### config.mk
export PLATFORM = sky130hd
export DESIGN_NAME = dot_accum
export DESIGN_NICKNAME = d
export VERILOG_FILES = /design/src/rtl/dot_accum_pkg.sv /design/src/rtl/dot_accum_mult.sv /design/src/rtl/dot_accum.sv
export SDC_FILE = /design/constraint.sdc
export NUM_CORES = 1
export LEC_CHECK = 0
export CAP_MARGIN = 25
export CORE_MARGIN = 2
export CORE_UTILIZATION = 35
export CTS_BUF_LIST = sky130_fd_sc_hd__clkbuf_8 sky130_fd_sc_hd__clkbuf_16
export CTS_CLUSTER_SIZE = 8
export DETAILED_ROUTE_END_ITERATION = 12
export GPL_ROUTABILITY_DRIVEN = 0
export PLACE_DENSITY = 0.68
export SYNTH_ARGS = -nofsm -noshare
export SYNTH_HDL_FRONTEND = slang
export SYNTH_SLANG_ARGS = --single-unit
### constraint.sdc
create_clock -name clk -period 1.97 [get_ports clk]
set_input_delay 0.394 -clock clk [delete_from_list [all_inputs] [get_ports clk]]
set_output_delay 0.394 -clock clk [all_outputs]
set_load 0.01 [all_outputs]
### src/rtl/dot_accum_pkg.sv
// Shared widths, product-stage record and helpers for the dot_accum slice.
// sext_prod returns a wide sign-extended product; callers cast it to their accumulator width.
package dot_accum_pkg;

  localparam int unsigned PROD_W = 4;
  localparam int unsigned X_W    = 2;
  localparam int unsigned W_W    = 2;
  localparam int unsigned SEXT_W = 32;

  typedef struct packed {
    logic                     valid;
    logic                     last;
    logic signed [PROD_W-1:0] prod;
  } prod_stage_t;

  function automatic int unsigned clog2(input int unsigned n);
    int unsigned r;
    r = 0;
    while ((32'd1 << r) < n) r++;
    return r;
  endfunction

  function automatic logic signed [SEXT_W-1:0] sext_prod(input logic signed [PROD_W-1:0] p);
    return {{(SEXT_W-PROD_W){p[PROD_W-1]}}, p};
  endfunction

endpackage

### src/rtl/dot_accum_mult.sv
// Unsigned 2-bit activation times signed 2-bit weight, giving a 4-bit signed product (-6..3).
module dot_accum_mult
  import dot_accum_pkg::*;
(
  input  logic        [X_W-1:0]    x,
  input  logic signed [W_W-1:0]    w,
  output logic signed [PROD_W-1:0] prod
);

  logic signed [PROD_W-1:0] xs;
  logic signed [PROD_W-1:0] ws;

  always_comb begin
    xs   = {{(PROD_W-X_W){1'b0}}, x};
    ws   = {{(PROD_W-W_W){w[W_W-1]}}, w};
    prod = xs * ws;
  end

endmodule

### src/rtl/dot_accum.sv
// Streaming dot-product accumulator: registers each product, sums LEN of them,
// and holds the signed result in a one-deep valid/ready output buffer.
module dot_accum
  import dot_accum_pkg::*;
#(
  parameter int LEN   = 16,
  parameter int ACC_W = 8
) (
  input  logic                    clk,
  input  logic                    rst_n,
  input  logic                    sync_clr,
  input  logic                    in_valid,
  output logic                    in_ready,
  input  logic        [X_W-1:0]   in_x,
  input  logic signed [W_W-1:0]   in_w,
  output logic                    out_valid,
  input  logic                    out_ready,
  output logic signed [ACC_W-1:0] out_sum
);

  localparam int unsigned CNT_W = (LEN > 1) ? clog2(LEN) : 1;

  logic signed [PROD_W-1:0] prod;
  prod_stage_t              ps;
  logic        [CNT_W-1:0]  cnt;
  logic signed [ACC_W-1:0]  acc;
  logic signed [ACC_W-1:0]  prod_ext;
  logic signed [ACC_W-1:0]  sum_next;
  logic                     cnt_last;
  logic                     accept;
  logic                     result_wr;

  dot_accum_mult u_mult (
    .x    (in_x),
    .w    (in_w),
    .prod (prod)
  );

  // A last product still in flight also counts as an occupied buffer, so short
  // vectors (LEN <= 2) cannot overwrite a result the consumer has not taken.
  always_comb begin
    cnt_last  = (cnt == CNT_W'(LEN - 1));
    in_ready  = !((out_valid || (ps.valid && ps.last)) && cnt_last);
    accept    = in_valid && in_ready && !sync_clr;
    prod_ext  = ACC_W'(sext_prod(ps.prod));
    sum_next  = acc + prod_ext;
    result_wr = ps.valid && ps.last && !sync_clr;
  end

  always_ff @(posedge clk or negedge rst_n) begin
    if (!rst_n) begin
      ps  <= '0;
      cnt <= '0;
    end else if (sync_clr) begin
      ps.valid <= 1'b0;
      cnt      <= '0;
    end else if (accept) begin
      ps.valid <= 1'b1;
      ps.last  <= cnt_last;
      ps.prod  <= prod;
      cnt      <= cnt_last ? '0 : cnt + 1'b1;
    end else begin
      ps.valid <= 1'b0;
    end
  end

  always_ff @(posedge clk or negedge rst_n) begin
    if (!rst_n) begin
      acc <= '0;
    end else if (sync_clr) begin
      acc <= '0;
    end else if (ps.valid) begin
      acc <= ps.last ? '0 : sum_next;
    end
  end

  always_ff @(posedge clk or negedge rst_n) begin
    if (!rst_n) begin
      out_valid <= 1'b0;
      out_sum   <= '0;
    end else if (result_wr) begin
      out_valid <= 1'b1;
      out_sum   <= sum_next;
    end else if (out_valid && out_ready) begin
      out_valid <= 1'b0;
    end
  end

endmodule
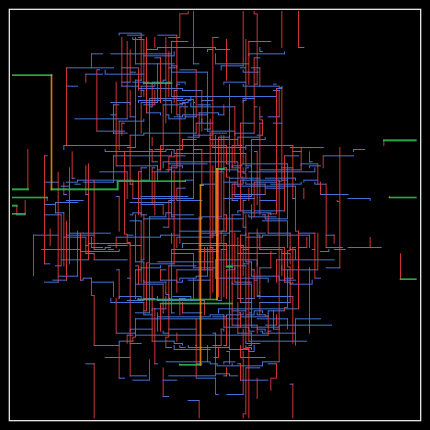
**Above:** wiring by layer.
(6 px per µm)
legend:
  orange:
    layer: met4
    wire_length: 70.7 µm
  red:
    layer: met2
    wire_length: 1770 µm
  blue:
    layer: met1
    wire_length: 1400 µm
  green:
    layer: met3
    wire_length: 88.8 µm

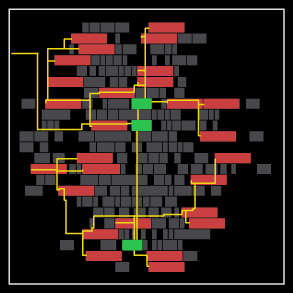
**Above:** clock distribution.
(4 px per µm)
legend:
  yellow:
    item: clock wires
    length: 335 µm
  red:
    item: flip-flops
    count: 27
  green:
    item: cells driving clock nets
    count: 3
routed clock nets: 4

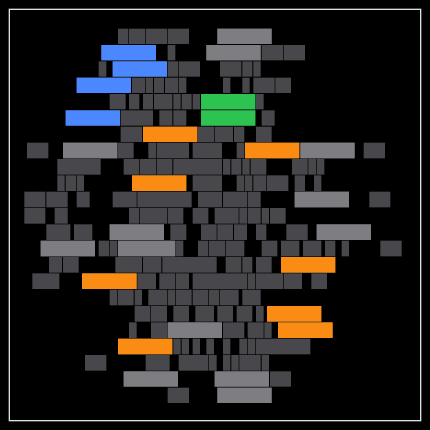
**Above:** sequential cells colored by netlist name.
(6 px per µm) Other sequential cells in the stronger gray, the rest of the logic in the fainter gray.
legend:
  blue:
    netlist_name: cnt
    sequential_cells: 4
    where: top left
  orange:
    netlist_name: acc
    sequential_cells: 8
  green:
    netlist_name: ps
    sequential_cells: 2

==> run_results.csv <==
group,metric,value,unit
yosys,synth-seq-cells,27,
yosys,aoi_share,14.8,%
yosys,syn_area,1450,µm²
detailed_routing,avgViaCountPerCell,5.12,
yosys,most_common_cell,"nand2_1",
clocking,clk_pin_slew,90,ps
clocking,htree_levels,1,
yosys,mux_share,3.03,%
global_routing,grt_pass1_wl,5420,µm
worst_setup_path,ff2ff_path_depth,6,
worst_setup_path,r2r_start,"prod_ext[3]",
clocking,cts_tree,"done",
worst_setup_path,crit_chain,"ha_4, nand2_2, o31a_1, or3_4, a2111o_1, a31oi_1",
layout,comb_area_share,41.0,%
status,outcome,"finished, violations left",
job,warning_count,29,
layout,regArea,677,µm²
detailed_routing,drc,0,
yosys,xor_share,4.24,%
yosys,synthCells,147,
yosys,async_reset_ff_share,100,%
yosys,postSynthSeqShare,46.7,%
pwr,pg_seq,0.697,mW
timing,slew_headroom,63.4,%
timing,max_freq,0.489,GHz
min_path,hold_path_class,"input pin to async pin",
detailed_routing,ant_nets,0,
layout,logic_gate_count,112,
detailed_routing,routed_wirelength,3330,µm
yosys,top_area_share,46.7,%
layout,multiInputGateArea,818,µm²
floorplanning,coreArea,4000,µm²
layout,clkCellAreaFrac,2.26,%
yosys,yosys-stat-cells,147,
worst_setup_path,crit_cells,6,
clocking,cts_inserted_buffers,3,
yosys,synth.net_count,167,
global_routing,overflow,0,
worst_setup_path,crit_path_end,"acc[7]",
job,max-cap-violations,0,
layout,inv_count,6,
layout,reg.largest.list,"acc: 8 flops, out_sum: 8 flops",
yosys,yosys_warnings,0,
timing,grt_setup_unrepaired,"yes",
clocking,clk_latency,280,ps
worst_setup_path,crit_type,"flop to flop",
pwr,power.leakage,0.920,nW
yosys,synth_cell_type_count,40,
pwr,power_switching,0.458,mW
yosys,top_cells_by_area,"dfrtp_1 (47%), ha_1 (7.8%), nand2_1 (7.3%)",
place,dp_cells,231,
worst_setup_path,cpPeakStageDelay,470,ps
clocking,max-clock-path-buffers,2,
layout,mostFrequentLayoutCell,"nand2_1",
worst_setup_path,r2r-end,"acc[7]",
global_routing,track_usage,15.5,%
timing,setup-tns-final,-94.0,ps
yosys,logic_family,"simple AND/OR/NAND/NOR gates",
yosys,ys_sh_adder,10.5,%
pwr,p_per_area,766,nW/µm²
layout,stdcell_count,242,
yosys,ff_type,"dfrtp_1",
worst_setup_path,reg2reg_setup_slack,-80,ps
floorplanning,die_h,68.3,µm
floorplanning,dieArea,4670,µm²
yosys,synth-simple-area-share,18.6,%
layout,dominant-cell-class,"logic gates",
worst_setup_path,crit_path_end_kind,"flop",
timing,finalClockPeriodUsage,104,%
worst_setup_path,cp_data_required_time,2160,ps
pwr,fin_total_pwr,1.53,mW
worst_setup_path,critical_path.top_delay_family,"AND-OR/OR-AND gates",
timing,finalSetupViolations,2,
floorplanning,initial_core_util,36.2,%
layout,n_all_buffers,43,
clocking,clock_sinks,27,
timing,report.final.hold_viol_count,0,
clocking,root_buffer,"clkbuf_8",
pwr,powerComb,0.522,mW
yosys,top_cells_by_count,"nand2_1 (28), dfrtp_1 (27), nor2_1 (10)",
worst_setup_path,crit_slowest_cell,"dfrtp_2",
layout,finalNetCount,213,
detailed_routing,wire_per_inst,13.8,µm
worst_setup_path,crit_arrival,2240,ps
worst_setup_path,critPathLaunch,"prod_ext[3]",
timing,slew_violations,0,
pwr,intPower,1.07,mW
layout,syn_to_final_growth,37.9,%
pwr,ir_worst_vdd,0.288,mV
floorplanning,die_w,68.3,µm
timing,worst_pin_slew,547,ps
layout,n_fill_cell,346,
floorplanning,rows,23,
global_routing,grt_max_degree,16,
detailed_routing,drt_first_pass_iters,4,
layout,diodes,0,
yosys,edf_count,0,
layout,sh_seq_area,33.9,%
pwr,maxPowerGroup,"sequential cells",
timing,worst_slack,-76.6,ps
pwr,combPwrFrac,34.1,%
yosys,ys_area,1450,µm²
status,violations,"negative setup slack",
place,io_buffers,18,
timing,layout_min_cycle_time,2050,ps
layout,clkbuf_count,3,
timing,fin_skew,8.02,ps
yosys,top_area_cell,"dfrtp_1",
global_routing,grt_pass1_vias,1234,
pwr,p_seq_share,45.6,%
floorplanning,pin_count,19,
worst_setup_path,crit_buf_inv,0,
pwr,powerClk,0.310,mW
layout,buf_share,18.6,%
worst_setup_path,critPathMaxFanout,5,
layout,seq_cell_count,27,
worst_setup_path,cp-start-kind,"flop",
place,dpl.hpwl,2410,µm
layout,final_layout_top_logic_cells,"nand2_1 (27), dfrtp_1 (26), buf_4 (24)",
floorplanning,tap_cells,50,
detailed_routing,route.vias.total,1238,
layout,final_layout_size_suffix_gt1_share,24.5,%
yosys,synth.avg_cell_area,9.85,µm²
global_routing,antenna_found_initial,0,
detailed_routing,dr.first_iter.drc_count,33,
pwr,clockPowerShare,20.3,%
pwr,switching_share,30.0,%
## timing repair
item,4_1_cts,5_1_grt
setup endpoints to repair,4,6
setup buffers,3,5
pin swaps,2,6
hold buffers,0,0
resized,4,10
## per-layer routing
| metal | GRT usage (%) | wire length (µm) | vias up |
|---|---|---|---|
| met3 | 1.97 | 88 | 6 |
| met5 | 0 | 0 | - |
| met4 | 6.75 | 70 | 0 |
| met2 | 27.2 | 1770 | 18 |
| li1 | - | - | 612 |
| met1 | 19.0 | 1400 | 602 |
## metrics by stage
stage	hold slack, ps	utilization [%]	setup WS (ps)	instance area [µm²]
2_1_floorplan	98.4	-	-0.793	1470
3_3_place_gp	457	46.1	-42.2	1840
6_report	465	49.9	-76.6	2000
3_5_place_dp	462	46.1	-133	1840
4_1_cts	483	48.2	-58.5	1930
5_1_grt	504	49.9	-144	2000
Power and IR drop assume default switching activity.
